**src/rtl/uart_rx18.sv**
```systemverilog
// uart_rx18: receiver for the 20-bit frame of the 18-channel transmitter.
// Frame is start (0), DATA_BITS data bits LSB first, stop (1). Each bit is
// sampled once at its centre from the synchronised line. Good frames are
// presented on rx_data with a one-cycle rx_valid. A low stop bit raises a
// one-cycle rx_frame_err, bumps a saturating error counter and parks the
// receiver until the line returns high.
module uart_rx18 #(
  parameter int unsigned CLKS_PER_BIT = 576,
  parameter int unsigned DATA_BITS    = 18,
  parameter int unsigned ERR_W        = 8
) (
  input  logic                 sys_clk,
  input  logic                 sys_reset,
  input  logic                 uart_rxd,
  output logic [DATA_BITS-1:0] rx_data,
  output logic                 rx_valid,
  output logic                 rx_frame_err,
  output logic                 rx_busy,
  output logic [ERR_W-1:0]     rx_err_cnt
);

  localparam int unsigned Half = CLKS_PER_BIT / 2;
  localparam int unsigned CntW = $clog2(CLKS_PER_BIT);
  localparam int unsigned BitW = $clog2(DATA_BITS + 1);

  localparam logic [CntW-1:0] HalfLast = CntW'(Half - 1);
  localparam logic [CntW-1:0] BitLast  = CntW'(CLKS_PER_BIT - 1);
  localparam logic [BitW-1:0] DataLast = BitW'(DATA_BITS - 1);

  typedef enum logic [2:0] {
    StIdle,
    StStart,
    StData,
    StStop,
    StBreak
  } state_e;

  state_e               state_q, state_d;
  logic                 rxd_meta_q, rxd_s_q;
  logic [CntW-1:0]      clk_cnt_q, clk_cnt_d;
  logic [BitW-1:0]      bit_cnt_q, bit_cnt_d;
  logic [DATA_BITS-1:0] shift_q, shift_d;
  logic [DATA_BITS-1:0] data_q, data_d;
  logic                 valid_q, valid_d;
  logic                 ferr_q, ferr_d;
  logic [ERR_W-1:0]     err_cnt_q, err_cnt_d;

  // Two-flop synchroniser; resets to the idle (high) line level.
  always_ff @(posedge sys_clk) begin
    if (sys_reset) begin
      rxd_meta_q <= 1'b1;
      rxd_s_q    <= 1'b1;
    end else begin
      rxd_meta_q <= uart_rxd;
      rxd_s_q    <= rxd_meta_q;
    end
  end

  // State, counters, shift register and output registers.
  always_ff @(posedge sys_clk) begin
    if (sys_reset) begin
      state_q   <= StIdle;
      clk_cnt_q <= '0;
      bit_cnt_q <= '0;
      shift_q   <= '0;
      data_q    <= '0;
      valid_q   <= 1'b0;
      ferr_q    <= 1'b0;
      err_cnt_q <= '0;
    end else begin
      state_q   <= state_d;
      clk_cnt_q <= clk_cnt_d;
      bit_cnt_q <= bit_cnt_d;
      shift_q   <= shift_d;
      data_q    <= data_d;
      valid_q   <= valid_d;
      ferr_q    <= ferr_d;
      err_cnt_q <= err_cnt_d;
    end
  end

  // Next-state logic: bit timing, sampling and frame acceptance.
  always_comb begin
    state_d   = state_q;
    clk_cnt_d = clk_cnt_q;
    bit_cnt_d = bit_cnt_q;
    shift_d   = shift_q;
    data_d    = data_q;
    valid_d   = 1'b0;
    ferr_d    = 1'b0;
    err_cnt_d = err_cnt_q;

    unique case (state_q)
      StIdle: begin
        clk_cnt_d = '0;
        if (!rxd_s_q) begin
          state_d = StStart;
        end
      end

      StStart: begin
        if (clk_cnt_q == HalfLast) begin
          clk_cnt_d = '0;
          bit_cnt_d = '0;
          // Line back high by mid start bit: treat as noise.
          state_d   = rxd_s_q ? StIdle : StData;
        end else begin
          clk_cnt_d = clk_cnt_q + 1'b1;
        end
      end

      StData: begin
        if (clk_cnt_q == BitLast) begin
          clk_cnt_d = '0;
          for (int unsigned i = 0; i < DATA_BITS; i++) begin
            if (bit_cnt_q == BitW'(i)) begin
              shift_d[i] = rxd_s_q;
            end
          end
          bit_cnt_d = bit_cnt_q + 1'b1;
          if (bit_cnt_q == DataLast) begin
            state_d = StStop;
          end
        end else begin
          clk_cnt_d = clk_cnt_q + 1'b1;
        end
      end

      StStop: begin
        if (clk_cnt_q == BitLast) begin
          clk_cnt_d = '0;
          if (rxd_s_q) begin
            data_d  = shift_q;
            valid_d = 1'b1;
            state_d = StIdle;
          end else begin
            ferr_d = 1'b1;
            if (err_cnt_q != '1) begin
              err_cnt_d = err_cnt_q + 1'b1;
            end
            state_d = StBreak;
          end
        end else begin
          clk_cnt_d = clk_cnt_q + 1'b1;
        end
      end

      StBreak: begin
        // A held-low line must go high before a new start is recognised.
        clk_cnt_d = '0;
        if (rxd_s_q) begin
          state_d = StIdle;
        end
      end

      default: begin
        state_d = StIdle;
      end
    endcase
  end

  assign rx_data      = data_q;
  assign rx_valid     = valid_q;
  assign rx_frame_err = ferr_q;
  assign rx_busy      = (state_q != StIdle);
  assign rx_err_cnt   = err_cnt_q;

endmodule

```
**config.mk**
```make
export PLATFORM = sky130hd
export DESIGN_NAME = uart_rx18
export DESIGN_NICKNAME = d
export VERILOG_FILES = /design/src/rtl/uart_rx18.sv
export SDC_FILE = /design/constraint.sdc
export NUM_CORES = 1
export LEC_CHECK = 0
export ABC_CLOCK_PERIOD_IN_PS = 1900
export CORE_MARGIN = 4
export CORE_UTILIZATION = 55
export CTS_CLUSTER_SIZE = 14
export DETAILED_ROUTE_END_ITERATION = 7
export HOLD_SLACK_MARGIN = 0.1
export PLACE_DENSITY = 0.83
export SLEW_MARGIN = 0
export SYNTH_ARGS = -nofsm -noshare
export SYNTH_HDL_FRONTEND = slang
export SYNTH_SLANG_ARGS = --single-unit
export TNS_END_PERCENT = 5
```
**constraint.sdc**
```tcl
create_clock -name sys_clk -period 1.9 [get_ports sys_clk]
set_input_delay 0.285 -clock sys_clk [delete_from_list [all_inputs] [get_ports sys_clk]]
set_output_delay 0.285 -clock sys_clk [all_outputs]
set_load 0.005 [all_outputs]
```
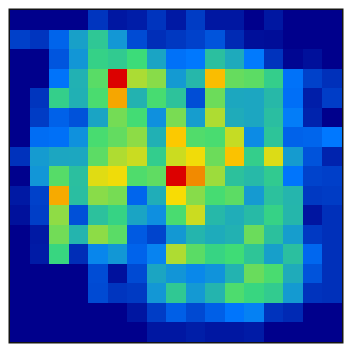
Figure 1: run 1, routed metal per tile.
Drawn at 4 px/µm. 17 x 17 tiles, from dark blue (low) to red (high), scaled to the fullest tile. Values are wire area over tile area, all layers added.
nearly empty tiles = 18%
fullest tile = 0.55
emptiest ninth of the die = lower left
Vias: 2,747
final routed wire length divided by cell count: 14.4 µm
all-layer global routing usage: 21.2%
Routed Wire Length: 6820 µm

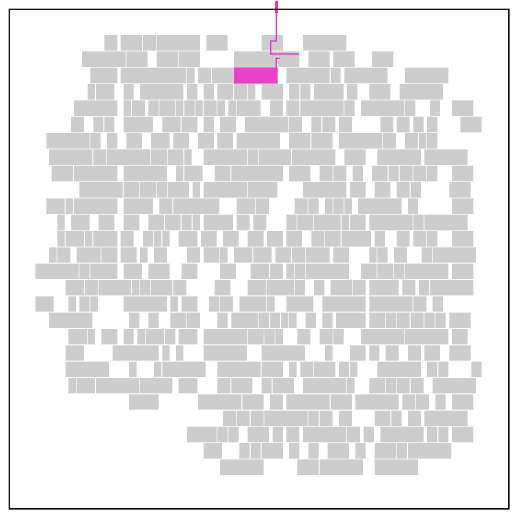
Figure 2: run 1, wires at chosen ports, followed through buffers.
Drawn at 6 px/µm.
rx_frame_err -> magenta  # bits 1, direction output, edge top, end cells 1, wire 15.0 µm
number of top-level pins: 32
Port-buffer cells: 31

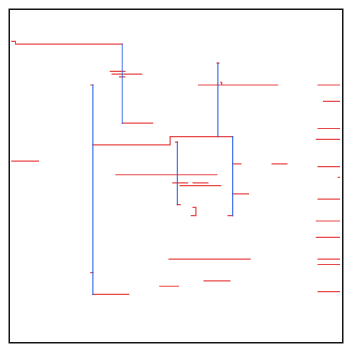
Figure 3: run 1, metal layers overlaid.
Drawn at 4 px/µm. Two of the layers only.
M4 -> blue  # wire length 126 µm
M3 -> red  # wire length 270 µm

==> impl_table.tex, run 1 <==
% Synthesis and place-and-route results
\begin{tabular}{lr}
\hline
Metric & Value \\
\hline
\multicolumn{2}{l}{\textbf{Setup path}} \\
Worst Setup End Kind & flip-flop \\
Critical path buffer and inverter count & 0 \\
Slowest stage cell on the critical path & dfxtp\_1 \\
Worst reg2reg path endpoint & rx\_err\_cnt[5]\$\_SDFFE\_PP0P\_ \\
Worst path max stage delay & 0.55 ns \\
Cell depth of the worst flop-to-flop path & 4 \\
Cells traversed along the worst timing path & nor2b\_1 > nand4\_4 > nor4\_1 > mux2\_1 \\
R2R Path Start & state\_q[0]\$\_SDFFE\_PP0P\_ \\
Crit start category & flip-flop \\
Arrival time reported for the critical path endpoint & 2.03 ns \\
Critical path class & reg2reg \\
R2r setup slk & 0.1 ns \\
Kind of cell adding the most delay to the critical path & simple AND/OR/NAND/NOR gates \\
Highest fanout seen on the critical path & 12 \\
\multicolumn{2}{l}{\textbf{Logic synthesis}} \\
Synthesized area & 0.00309 mm² \\
Area leader share & 42.7\% \\
Most frequently used flop master after synthesis & dfxtp\_1 \\
Synth warnings & 0 \\
Gate count of the mapped netlist & 356 \\
Dominant cells by area after synthesis & dfxtp\_1 (43\%), nand4\_1 (5.3\%), a21oi\_1 (4.5\%), o21ai\_0 (3.9\%), mux2i\_1 (3.6\%) \\
Number of flops mapped to enable cells by yosys & 0 \\
Chip area in the Yosys report & 0.00309 mm² \\
Syn\_area\_per\_cell & 8.69 µm² \\
Xor+xnor area frac & 2.55\% \\
Synth mux share & 4.37\% \\
Post-synthesis cell type count & 48 \\
Area leader, netlist & dfxtp\_1 \\
Most frequent cell after synthesis & dfxtp\_1 \\
Cells in synth\_stat.txt & 356 \\
Top cells by instance count after synthesis & dfxtp\_1 (66), a21oi\_1 (28), nand4\_1 (26) \\
Share of synthesized area occupied by flip-flops and latches & 42.7\% \\
Share of synthesized cell area in and-or and or-and compound cells & 15.1\% \\
Post-Synth Adder-Cell Area & 2.83\% \\
Dominant kind of combinational cell & simple AND/OR/NAND/NOR gates \\
Mapped Nets & 366 \\
\multicolumn{2}{l}{\textbf{Finish}} \\
Number of non-clock buffers & 57 \\
Combined flip-flop and latch cell area & 0.00133 mm² \\
Post-layout nets & 407 \\
Filler Cells Inserted & 461 \\
Finished layout cell area & 0.00378 mm² \\
Tally of clock buffers in the finished layout & 11 \\
Proportion of layout cells with a drive suffix above 1 & 14.2\% \\
Count of multi-input combinational gates & 254 \\
Non-filler instance count after layout & 474 \\
Area share of buffers outside the clock network & 13.2\% \\
Count of sequential standard cells & 66 \\
Final antenna diode count & 0 \\
Flop share of the area & 35.0\% \\
Relative area of clock buffers and inverters in the final design & 4.93\% \\
Top cell category & logic gates \\
Invs w/o clock & 9 \\
Post-layout util & 69.2\% \\
Footprint of the multi-input gates & 0.00165 mm² \\
Area added between synthesis and finish & 22.3\% \\
\multicolumn{2}{l}{\textbf{Global route}} \\
Maximum number of pins on one net before global-route repair & 33 \\
Via count of the first global-routing pass & 2,584 \\
Antenna violations before repair & 0 \\
First-pass GRT wire length & 12,100 µm \\
Residual overflow from global routing & 0 \\
\multicolumn{2}{l}{\textbf{Final timing}} \\
Relative max-transition margin & 55.2\% \\
Hold Worst Slack & 0.432 ns \\
Final critical path time including I/O delays and setup & 1.80 ns \\
Final Max Tran Viols & 0 \\
Total count of hold-check failures in the final report & 0 \\
Actual transition at the worst max-transition pin & 0.673 ns \\
Final number of setup-violating endpoints & 0 \\
Fin worst setup slack & 0.0982 ns \\
Aggregate negative setup slack & 0 ns \\
Highest clock rate & 555 MHz \\
Max Clock Skew & 0.00898 ns \\
Unrepaired setup endpoints after global routing & yes \\
Part of the cycle the worst path needs & 94.8\% \\
\multicolumn{2}{l}{\textbf{Clock network}} \\
Number of buffers created by CTS & 9 \\
TritonCTS clock tree & built \\
Sinks on Clock Net & 66 \\
Clock Pin Slew Worst Setup and Hold Paths & 0.07 ns \\
Number of buffers added to fix hold violations after cts & 0 \\
Post-cts repair resize count & 3 \\
Later-pin clock latency in the skew report & 0.34 ns \\
Post-CTS repair timing setup buffer count & 0 \\
Bufs on Longest Clock Path & 2 \\
CTS Root Cell & clkbuf\_8 \\
H-tree depth & 3 \\
\multicolumn{2}{l}{\textbf{Place}} \\
Instance area after placement & 0.00356 mm² \\
Number of placed instances, taps included & 457 \\
Pre-CTS setup slack & 0.0156 ns \\
Post-DP HPWL & 4740 µm \\
Final GP Congestion & 0.961 \\
\multicolumn{2}{l}{\textbf{Floorplanning}} \\
Tap cells & 72 \\
Number of core rows & 27 \\
Die boundary height & 83.0 µm \\
Total Die Area & 0.00689 mm² \\
Floorplan core density & 56.5\% \\
Core region area & 0.00547 mm² \\
Die Width & 83.0 µm \\
\multicolumn{2}{l}{\textbf{Power}} \\
Main power group & sequential cells \\
Combinational share of power & 2.5\% \\
Power, Total & 2580 µW \\
Leakage power total & 0.00130 µW \\
P\_comb & 63.8 µW \\
Register share of total power & 54.0\% \\
IR Drop Worst-Case VDD & 0.498 mV \\
Total clock network power & 1120 µW \\
Clock power frac & 43.6\% \\
Seq. pwr & 1390 µW \\
NetSw & 569 µW \\
Cell Int Power & 2010 µW \\
Switching Fraction & 22.1\% \\
Power Density & 681 mW/mm² \\
\multicolumn{2}{l}{\textbf{Routing}} \\
Detailed-route vias per instance & 5.80 \\
DRT Pass-1 Iters & 4 \\
Number of DRC markers after the initial detailed-route iteration & 221 \\
Antenna violation net count after detailed routing & 0 \\
\multicolumn{2}{l}{\textbf{Status}} \\
Result of the run & finished, final reports clean \\
\multicolumn{2}{l}{\textbf{Run}} \\
Max-cap check violation count & 0 \\
\multicolumn{2}{l}{\textbf{Min path}} \\
Type of the tightest min-delay check & in2reg \\
Hold-critical path depth & 3 \\
Destination of the worst hold path & rx\_data[9]\$\_SDFFE\_PP0P\_ \\
Start point of the worst hold path & sys\_reset \\
\hline
\end{tabular}
## run 1: cell usage in the layout, fill, tap and decap left out, drive strengths merged, types with 12 or more instances in the layout
cell type,instances
a21oi,28
buf,27
clkdlybuf4s50,29
dfxtp,66
mux2i,12
nand2,15
nand2b,13
nand4,27
nor2,20
nor3,13
o21ai,35
## run 1: sequential cells by signal (all words and copies together) (netlist names)
| signal | count |
|---|---|
| state_q | 3 |
| bit_cnt_q | 5 |
| clk_cnt_q | 10 |
| shift_q | 18 |
| rx_valid | 1 |
| rx_data | 18 |
| rx_err_cnt | 8 |
| rxd_meta_q | 1 |
| rx_frame_err | 1 |
| rxd_s_q | 1 |
## run 1: worst max-delay path by stage
stage / start / end / cells after the start
final: state_q[0]$_SDFFE_PP0P_ / rx_err_cnt[5]$_SDFFE_PP0P_ / 4
after CTS: clk_cnt_q[7]$_SDFFE_PP0P_ / rx_err_cnt[5]$_SDFFE_PP0P_ / 4
after global placement: clk_cnt_q[7]$_SDFFE_PP0P_ / rx_err_cnt[5]$_SDFFE_PP0P_ / 4
after floorplan: bit_cnt_q[2]$_SDFFE_PP0P_ / bit_cnt_q[4]$_SDFFE_PP0P_ / 5
after detailed placement: clk_cnt_q[7]$_SDFFE_PP0P_ / rx_err_cnt[5]$_SDFFE_PP0P_ / 4
after global routing: bit_cnt_q[0]$_SDFFE_PP0P_ / shift_q[0]$_SDFFE_PP0P_ / 6
## run 1: worst register-to-register path: stages, from the launching register on
cell and delay [ns]:
dfxtp_1 0.55, nor2b_1 0.27, nand4_4 0.17, nor4_1 0.36
mux2_1 0.36
## run 1: layer usage
layer	vias up	wire [µm]	GRT usage (%)
li1	1380	-	-
met1	1298	2970	25.9
met2	55	3460	36.2
met3	14	270	4.46
met4	0	125	9.06
met5	-	0	0
Figure 4. Sequential cells coloured by netlist name (run 1).
Drawn at 6 px/µm. Other sequential cells in the stronger grey, the rest of the logic in the fainter grey.
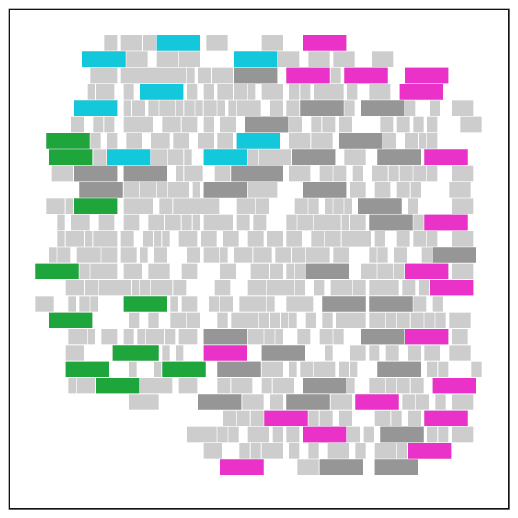

==> inputs of run 2 (changes only) <==
--- a/config.mk
+++ b/config.mk
@@ -6,12 +6,14 @@
 export NUM_CORES = 1
 export LEC_CHECK = 0
 export ABC_CLOCK_PERIOD_IN_PS = 1900
+export CELL_PAD_IN_SITES_DETAIL_PLACEMENT = 1
+export CELL_PAD_IN_SITES_GLOBAL_PLACEMENT = 1
 export CORE_MARGIN = 4
-export CORE_UTILIZATION = 55
+export CORE_UTILIZATION = 43
 export CTS_CLUSTER_SIZE = 14
 export DETAILED_ROUTE_END_ITERATION = 7
 export HOLD_SLACK_MARGIN = 0.1
-export PLACE_DENSITY = 0.83
+export PLACE_DENSITY = 0.84
 export SLEW_MARGIN = 0
 export SYNTH_ARGS = -nofsm -noshare
 export SYNTH_HDL_FRONTEND = slang
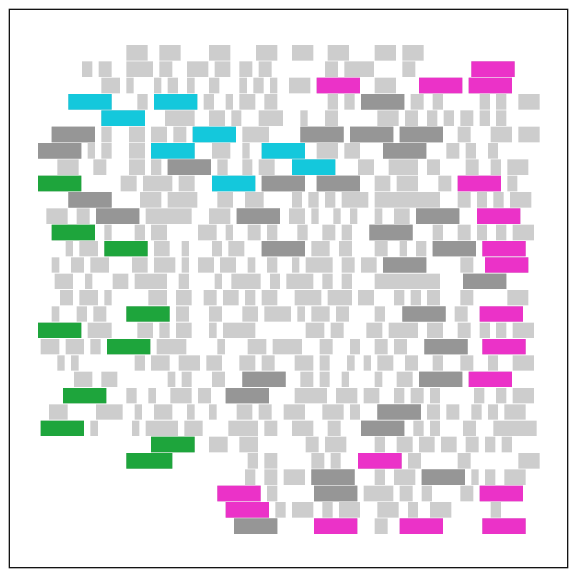
Figure 5: run 2, sequential cells coloured by netlist name.
Drawn at 6 px/µm. Other sequential cells in the stronger grey, the rest of the logic in the fainter grey.
clk_cnt_q -> green  # flops 10
rx_err_cnt -> cyan  # flops 8
rx_data -> magenta  # flops 18
not coloured = 30
post-layout util: 55.8%
Seq. pwr: 1390 µW

==> run 2 against run 1 <==
Compared with the run above:
- sequential power is essentially flat
- maximum frequency is 0.36% higher
- non-clock buffer count is 3 lower
- combinational power is 17% higher
- largest cell class unchanged
- critical endpoint is now shift_q[16]$_SDFFE_PP0P_
- final cell count grew 4.4%
==> impl_table.tex, run 2 <==
% Synthesis and place-and-route results
\begin{tabular}{lr}
\hline
Metric & Value \\
\hline
\multicolumn{2}{l}{\textbf{Status}} \\
Result of the run & finished, final reports clean \\
\multicolumn{2}{l}{\textbf{Logic synthesis}} \\
Number of flops mapped to enable cells by yosys & 0 (unchanged) \\
Xor+xnor area frac & 2.55\% (unchanged) \\
Most frequently used flop master after synthesis & dfxtp\_1 \\
Top cells by instance count after synthesis & dfxtp\_1 (66), a21oi\_1 (28), nand4\_1 (26) \\
Dominant cells by area after synthesis & dfxtp\_1 (43\%), nand4\_1 (5.3\%), a21oi\_1 (4.5\%), o21ai\_0 (3.9\%), mux2i\_1 (3.6\%) \\
Most frequent cell after synthesis & dfxtp\_1 \\
Gate count of the mapped netlist & 356 (unchanged) \\
Chip area in the Yosys report & 0.00309 mm² (unchanged) \\
Syn\_area\_per\_cell & 8.69 µm² (unchanged) \\
Share of synthesized area occupied by flip-flops and latches & 42.7\% (unchanged) \\
Post-synthesis async set-or-reset flop share & 0\% \\
Synth warnings & 0 (unchanged) \\
Area leader share & 42.7\% (unchanged) \\
Cells in synth\_stat.txt & 356 (unchanged) \\
Synth mux share & 4.37\% (unchanged) \\
Post-synthesis cell type count & 48 (unchanged) \\
Post-Synth Adder-Cell Area & 2.83\% (unchanged) \\
Area leader, netlist & dfxtp\_1 \\
Mapped Nets & 366 (unchanged) \\
Share of synthesized cell area in and-or and or-and compound cells & 15.1\% (unchanged) \\
Dominant kind of combinational cell & simple AND/OR/NAND/NOR gates \\
\multicolumn{2}{l}{\textbf{Floorplanning}} \\
Number of top-level pins & 32 (unchanged) \\
Die Width & 92.8 µm (+12\%) \\
Number of core rows & 30 (+11\%) \\
Floorplan core density & 44.8\% (-12 points) \\
Die boundary height & 92.8 µm (+12\%) \\
Total Die Area & 0.00862 mm² (+25\%) \\
Core region area & 0.00691 mm² (+26\%) \\
\multicolumn{2}{l}{\textbf{Clock network}} \\
Later-pin clock latency in the skew report & 0.35 ns (about the same) \\
TritonCTS clock tree & built \\
H-tree depth & 3 (unchanged) \\
Bufs on Longest Clock Path & 2 (unchanged) \\
Clock Pin Slew Worst Setup and Hold Paths & 0.07 ns (about the same) \\
CTS Root Cell & clkbuf\_8 \\
Sinks on Clock Net & 66 (unchanged) \\
\multicolumn{2}{l}{\textbf{Routing}} \\
Routed Wire Length & 8440 µm (+24\%) \\
Detailed-route vias per instance & 5.69 (-1.8\%) \\
Number of DRC markers after the initial detailed-route iteration & 103 (-53\%) \\
DRT Pass-1 Iters & 4 (unchanged) \\
Vias & 2,818 (+2.6\%) \\
Antenna violation net count after detailed routing & 0 (unchanged) \\
\multicolumn{2}{l}{\textbf{Power}} \\
Power Density & 729 mW/mm² (+7.1\%) \\
Power, Total & 2810 µW (+9.0\%) \\
IR Drop Worst-Case VDD & 0.532 mV (+6.9\%) \\
Leakage power total & 0.00131 µW (+0.74\%) \\
\multicolumn{2}{l}{\textbf{Setup path}} \\
Crit start category & flip-flop \\
Arrival time reported for the critical path endpoint & 2.04 ns (about the same) \\
Critical path launch point & clk\_cnt\_q[7]\$\_SDFFE\_PP0P\_ \\
R2R Path Start & clk\_cnt\_q[7]\$\_SDFFE\_PP0P\_ \\
Worst Setup End Kind & flip-flop \\
Highest fanout seen on the critical path & 6 (-6) \\
\multicolumn{2}{l}{\textbf{Finish}} \\
Most frequently placed logic cells in the final layout & dfxtp\_1 (65), clkdlybuf4s50\_1 (29), a21oi\_1 (28), nand4\_1 (26), o21ai\_0 (24) \\
Filler Cells Inserted & 839 (+82\%) \\
Most frequently placed logic cell in the final layout & dfxtp\_1 \\
Finished layout cell area & 0.00385 mm² (+1.8\%) \\
Final antenna diode count & 0 (unchanged) \\
Proportion of layout cells with a drive suffix above 1 & 14.0\% (-0.14 points) \\
Area added between synthesis and finish & 24.5\% \\
Combined flip-flop and latch cell area & 0.00132 mm² (-0.28\%) \\
Footprint of the multi-input gates & 0.00166 mm² (+0.61\%) \\
Non-filler instance count after layout & 495 (+4.4\%) \\
Post-layout nets & 404 (-0.74\%) \\
\multicolumn{2}{l}{\textbf{Place}} \\
Post-DP HPWL & 5570 µm (+18\%) \\
Instance area after placement & 0.00358 mm² (+0.77\%) \\
Port-buffer cells & 31 (unchanged) \\
Pre-CTS setup slack & -0.000220 ns (-0.0158 ns) \\
Number of placed instances, taps included & 479 (+4.8\%) \\
Final GP Congestion & 0.856 (-11\%) \\
\multicolumn{2}{l}{\textbf{Global route}} \\
Antenna violations before repair & 0 (unchanged) \\
Residual overflow from global routing & 0 (unchanged) \\
All-layer global routing usage & 20.9\% (-0.30 points) \\
Maximum number of pins on one net before global-route repair & 61 (+85\%) \\
Via count of the first global-routing pass & 2,921 (+13\%) \\
\multicolumn{2}{l}{\textbf{Final timing}} \\
Fin worst setup slack & 0.105 ns (+0.00643 ns) \\
Part of the cycle the worst path needs & 94.5\% (-0.34 points) \\
Final Max Tran Viols & 0 (unchanged) \\
Unrepaired setup endpoints after global routing & no \\
Relative max-transition margin & 61.9\% (+6.7 points) \\
Highest clock rate & 557 MHz (+0.36\%) \\
Aggregate negative setup slack & 0 ns (unchanged) \\
Final number of setup-violating endpoints & 0 (unchanged) \\
Actual transition at the worst max-transition pin & 0.571 ns (-0.101 ns) \\
Max Clock Skew & 0.00815 ns (-0.000832 ns) \\
Hold Worst Slack & 0.405 ns (-0.0276 ns) \\
Total count of hold-check failures in the final report & 0 (unchanged) \\
\multicolumn{2}{l}{\textbf{Run}} \\
Max-cap check violation count & 0 (unchanged) \\
\multicolumn{2}{l}{\textbf{Min path}} \\
Type of the tightest min-delay check & in2reg \\
Start point of the worst hold path & sys\_reset \\
\hline
\end{tabular}
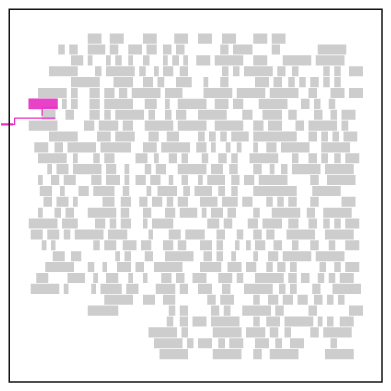
Figure 6: run 2, wires at chosen ports, followed through buffers.
Drawn at 4 px/µm.
rx_frame_err -> magenta  # bits 1, direction output, edge left, end cells 1, wire 18.1 µm

## run 2: cell families after synthesis
family / count (synthesis)
and+or+nand+nor: 142
adders and majority gates: 7
DFF: 66
xor gates and xnor gates: 9
AOI/OAI and AO/OA: 83
buffers and inverters: 36
muxes: 13
## run 2: routing by layer
layer | GRT usage [%] | up-vias | part of all wire (%) | routed length (µm)
met3 | 4.06 | 11 | 3.3 | 282
met5 | 0 | - | 0 | 0
met2 | 36.5 | 47 | 52 | 4360
met1 | 24.7 | 1386 | 43 | 3640
li1 | - | 1374 | - | -
met4 | 9.40 | 0 | 1.9 | 157
## run 2: final cells by class
type                    instances  area share [%]
flip-flops and latches         66            34.3
clock buffers                  10            3.57
multi-input cells             254            43.1
repair buffers                 54            12.7
well taps                      96            3.12
clock inverters                 6            2.34
inverters                       9           0.877
## run 2: worst paths after layout
| check | to | slack [ns] | cells after the start |
|---|---|---|---|
| max | shift_q[16]$_SDFFE_PP0P_ | 0.10 | 5 |
| min | rx_data[6]$_SDFFE_PP0P_ | 0.40 | 3 |
| max reg2reg | shift_q[16]$_SDFFE_PP0P_ | 0.10 | 5 |
| min reg2reg | rxd_s_q$_SDFF_PP1_ | 0.45 | 1 |
## run 2: critical path, cell delays in order, from the launching register on
cell and delay (ns):
dfxtp_1 0.36, and4bb_2 0.42, buf_4 0.18, and4_1 0.36
nand4_1 0.20, mux2i_1 0.16
## run 2: repair_timing
| item | CTS | global route |
|---|---|---|
| pin swaps | 0 | 0 |
| endpoints found under the setup margin | 2 | 13 |
| resized | 2 | 10 |
| hold endpoints to repair | 0 | 0 |
| buffers inserted | 0 | 0 |
| hold buffers | 0 | 0 |
## run 2: report_power, final
part,switching [µW],internal (µW),leakage (µW)
logic,50.6,23.8,0.000665
clock network,569,776,0.000112
registers,2.29,1390,0.000532
total,622,2190,0.00131
==> inputs of run 3 (changes only) <==
--- a/config.mk
+++ b/config.mk
@@ -5,15 +5,16 @@
 export SDC_FILE = /design/constraint.sdc
 export NUM_CORES = 1
 export LEC_CHECK = 0
+export ABC_AREA = 1
 export ABC_CLOCK_PERIOD_IN_PS = 1900
 export CELL_PAD_IN_SITES_DETAIL_PLACEMENT = 1
 export CELL_PAD_IN_SITES_GLOBAL_PLACEMENT = 1
 export CORE_MARGIN = 4
-export CORE_UTILIZATION = 43
+export CORE_UTILIZATION = 41
 export CTS_CLUSTER_SIZE = 14
 export DETAILED_ROUTE_END_ITERATION = 7
 export HOLD_SLACK_MARGIN = 0.1
-export PLACE_DENSITY = 0.84
+export PLACE_DENSITY = 0.85
 export SLEW_MARGIN = 0
 export SYNTH_ARGS = -nofsm -noshare
 export SYNTH_HDL_FRONTEND = slang
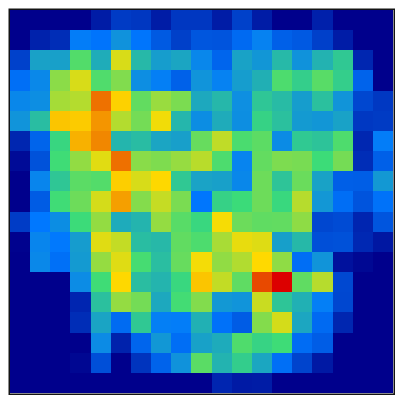
Figure 7: run 3, routed metal per tile.
Drawn at 4 px/µm. 19 x 19 tiles, from dark blue (low) to red (high), scaled to the fullest tile. Values are wire area over tile area, all layers added.
densest ninth of the die = centre
tiles over half the peak = 28%
nearly empty tiles = 18%
fullest tile = 0.46
emptiest ninth of the die = lower left
mean over tiles = 0.15
final routed wire length divided by cell count: 15.1 µm
all-layer global routing usage: 21.3%
Vias: 3,081
Routed Wire Length: 8920 µm

==> run 3 against run 2 <==
Compared with the run above:
- first-iteration DRC count is 9.7% higher
- via count is 9.3% higher
- sequential share of layout area is 0.51 points higher
- total power is 22% higher
- worst setup slack better by 0.034 ns
- utilization is 4.3 points lower
- critical endpoint is now rx_busy
- largest cell class unchanged
- highest routed layer unchanged
==> impl_table.tex, run 3 <==
% Synthesis and place-and-route results
\begin{tabular}{lr}
\hline
Metric & Value \\
\hline
\multicolumn{2}{l}{\textbf{Setup path}} \\
Cell depth of the worst flop-to-flop path & 7 (+2) \\
Depth of the critical timing path with buffers and inverters included & 3 (-2) \\
Kind of cell adding the most delay to the critical path & buffers and inverters \\
Capturing instance or port of the critical path & rx\_busy \\
Worst reg2reg path endpoint & shift\_q[10]\$\_SDFFE\_PP0P\_ \\
Worst path max stage delay & 0.47 ns (+0.05 ns) \\
Highest fanout seen on the critical path & 5 (-1) \\
Arrival time reported for the critical path endpoint & 1.48 ns (-0.56 ns) \\
Critical path buffer and inverter count & 1 (unchanged) \\
R2R Path Start & clk\_cnt\_q[0]\$\_SDFFE\_PP0P\_ \\
Worst Setup End Kind & output port \\
Cells traversed along the worst timing path & nor2\_2 > nand2\_1 > clkdlybuf4s50\_1 \\
Crit start category & flip-flop \\
Slowest stage cell on the critical path & clkdlybuf4s50\_1 \\
\multicolumn{2}{l}{\textbf{Clock network}} \\
Clock Pin Slew Worst Setup and Hold Paths & 0.07 ns (about the same) \\
Post-CTS repair timing setup buffer count & 0 (unchanged) \\
TritonCTS clock tree & built \\
CTS Root Cell & clkbuf\_8 \\
Later-pin clock latency in the skew report & 0.35 ns (about the same) \\
H-tree depth & 3 (unchanged) \\
Sinks on Clock Net & 66 (unchanged) \\
\multicolumn{2}{l}{\textbf{Floorplanning}} \\
Die boundary height & 95.9 µm (+3.3\%) \\
Core region area & 0.00737 mm² (+6.7\%) \\
Number of core rows & 31 (+3.3\%) \\
Floorplan core density & 43.0\% (-1.8 points) \\
Total Die Area & 0.00919 mm² (+6.7\%) \\
Die Width & 95.9 µm (+3.3\%) \\
Number of top-level pins & 32 (unchanged) \\
\multicolumn{2}{l}{\textbf{Logic synthesis}} \\
Post-synthesis async set-or-reset flop share & 0\% (unchanged) \\
Area leader share & 41.7\% (-0.96 points) \\
Most frequent cell after synthesis & nor2\_1 \\
Top cells by instance count after synthesis & nor2\_1 (107), nand2\_1 (67), dfxtp\_1 (66) \\
Dominant cells by area after synthesis & dfxtp\_1 (42\%), nor2\_1 (13\%), nand2\_1 (7.9\%), nand3\_1 (6.2\%), inv\_1 (4.5\%) \\
Chip area in the Yosys report & 0.00317 mm² (+2.3\%) \\
Number of flops mapped to enable cells by yosys & 0 (unchanged) \\
Share of synthesized area occupied by flip-flops and latches & 41.7\% (-0.96 points) \\
Synth warnings & 0 (unchanged) \\
Mapped Nets & 464 (+27\%) \\
Gate count of the mapped netlist & 454 (+28\%) \\
Syn\_area\_per\_cell & 6.97 µm² (-20\%) \\
Area leader, netlist & dfxtp\_1 \\
Cells in synth\_stat.txt & 454 (+28\%) \\
Most frequently used flop master after synthesis & dfxtp\_1 \\
\multicolumn{2}{l}{\textbf{Global route}} \\
Met3 GRT Util & 2.89\% (-1.2 points) \\
Residual overflow from global routing & 0 (unchanged) \\
GR Layer Usage met2 & 39.4\% (+2.9 points) \\
Most congested layer reported by global routing & met2 \\
Antenna violations before repair & 0 (unchanged) \\
Maximum number of pins on one net before global-route repair & 29 (-52\%) \\
Via count of the first global-routing pass & 3,250 (+11\%) \\
Global Route met1 Usage & 24.9\% (+0.13 points) \\
\multicolumn{2}{l}{\textbf{Final timing}} \\
Relative max-transition margin & 71.4\% (+9.5 points) \\
Aggregate negative setup slack & 0 ns (unchanged) \\
Hold Worst Slack & 0.413 ns (+0.00797 ns) \\
Part of the cycle the worst path needs & 92.7\% (-1.8 points) \\
Max Clock Skew & 0.0112 ns (+0.00303 ns) \\
Actual transition at the worst max-transition pin & 0.424 ns (-0.147 ns) \\
Final Max Tran Viols & 0 (unchanged) \\
Final number of setup-violating endpoints & 0 (unchanged) \\
Unrepaired setup endpoints after global routing & no \\
\multicolumn{2}{l}{\textbf{Power}} \\
Leakage power total & 0.00155 µW (+18\%) \\
Register share of total power & 43.7\% (-5.8 points) \\
Combinational share of power & 21.0\% (+18 points) \\
Power, Total & 3420 µW (+22\%) \\
NetSw & 1110 µW (+78\%) \\
IR Drop Worst-Case VDD & 0.449 mV (-16\%) \\
Switching Fraction & 32.4\% (+10 points) \\
Cell Int Power & 2310 µW (+5.6\%) \\
Clock power frac & 35.3\% (-13 points) \\
\multicolumn{2}{l}{\textbf{Routing}} \\
Wire length the detailed router placed on met1 & 3940 µm (+8.3\%) \\
Met3 WL post-DR & 181 µm (-36\%) \\
Number of DRC markers after the initial detailed-route iteration & 113 (+9.7\%) \\
Met2 wire length & 4650 µm (+6.5\%) \\
Antenna violation net count after detailed routing & 0 (unchanged) \\
Top routing layer used & met4 \\
\multicolumn{2}{l}{\textbf{Run}} \\
Max-cap check violation count & 0 (unchanged) \\
\multicolumn{2}{l}{\textbf{Finish}} \\
Post-layout nets & 498 (+23\%) \\
Finished layout cell area & 0.00379 mm² (-1.6\%) \\
Most frequently placed logic cell in the final layout & nor2\_1 \\
Most frequently placed logic cells in the final layout & nor2\_1 (107), nand2\_1 (66), dfxtp\_1 (66), nand3\_1 (39), inv\_1 (38) \\
Proportion of layout cells with a drive suffix above 1 & 8.72\% (-5.3 points) \\
Final antenna diode count & 0 (unchanged) \\
Area added between synthesis and finish & 19.8\% \\
\multicolumn{2}{l}{\textbf{Place}} \\
Post-DP HPWL & 6280 µm (+13\%) \\
Port-buffer cells & 31 (unchanged) \\
Pre-CTS setup slack & 0.198 ns (+0.199 ns) \\
Final GP Congestion & 0.831 (-2.9\%) \\
Instance area after placement & 0.00359 mm² (about the same) \\
\multicolumn{2}{l}{\textbf{Status}} \\
Result of the run & finished, final reports clean \\
\multicolumn{2}{l}{\textbf{Min path}} \\
Type of the tightest min-delay check & reg2reg \\
\hline
\end{tabular}
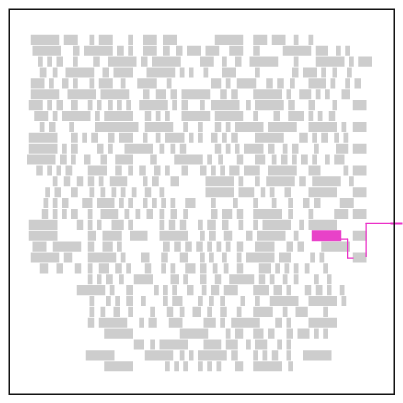
Figure 8: run 3, wires at chosen ports, followed through buffers.
Drawn at 4 px/µm.
rx_frame_err -> magenta  # bits 1, direction output, edge right, end cells 1, wire 22.5 µm

-- run 3: cell types whose count changed in the layout (fill, tap and decap cells not counted), sizes merged, moves of 11 or more --
cell	change
buf	-16
inv	+33
mux2i	-12
nand2	+55
nand2b	-13
nand3	+33
nand4	-18
nor2	+92
nor2b	-11
nor3	+14
o31ai	-11
-- run 3: worst min-delay path by stage --
stage                          startpoint               endpoint  depth (start not counted)
CTS                 rxd_meta_q$_SDFF_PP1_     rxd_s_q$_SDFF_PP1_                          1
global route        rxd_meta_q$_SDFF_PP1_     rxd_s_q$_SDFF_PP1_                          1
detailed placement  rxd_meta_q$_SDFF_PP1_     rxd_s_q$_SDFF_PP1_                          1
finish              rxd_meta_q$_SDFF_PP1_     rxd_s_q$_SDFF_PP1_                          1
global placement    rxd_meta_q$_SDFF_PP1_     rxd_s_q$_SDFF_PP1_                          1
floorplan                        uart_rxd  rxd_meta_q$_SDFF_PP1_                          1
-- run 3: power groups by stage --
stage	logic (µW)	registers (µW)	clock network, µW
6_report	718	1490	1200
5_1_grt	828	1500	1290
4_1_cts	720	1500	1220
3_5_place_dp	709	1530	0
3_3_place_gp	675	1520	0
2_1_floorplan	505	1500	0
-- run 3: layout make-up --
type | instances | area [µm²]
clock buffer | 10 | 138
clock inverter | 6 | 66.3
fill | 965 | 3580
inverter | 42 | 158
multi-input combinational | 330 | 1620
sequential | 66 | 1320
tap | 99 | 124
timing repair buffer | 39 | 370
-- run 3: logic make-up after synthesis --
family / count (synthesis) / share of synthesized area, %
compound gates: 49 / 8.02
xor+xnor: 9 / 2.49
fa+ha+maj: 7 / 2.77
buf+inv: 58 / 7.31
flops: 66 / 41.7
simple gates: 265 / 37.7
No activity file was given, so power comes from the tool's default toggle rates.
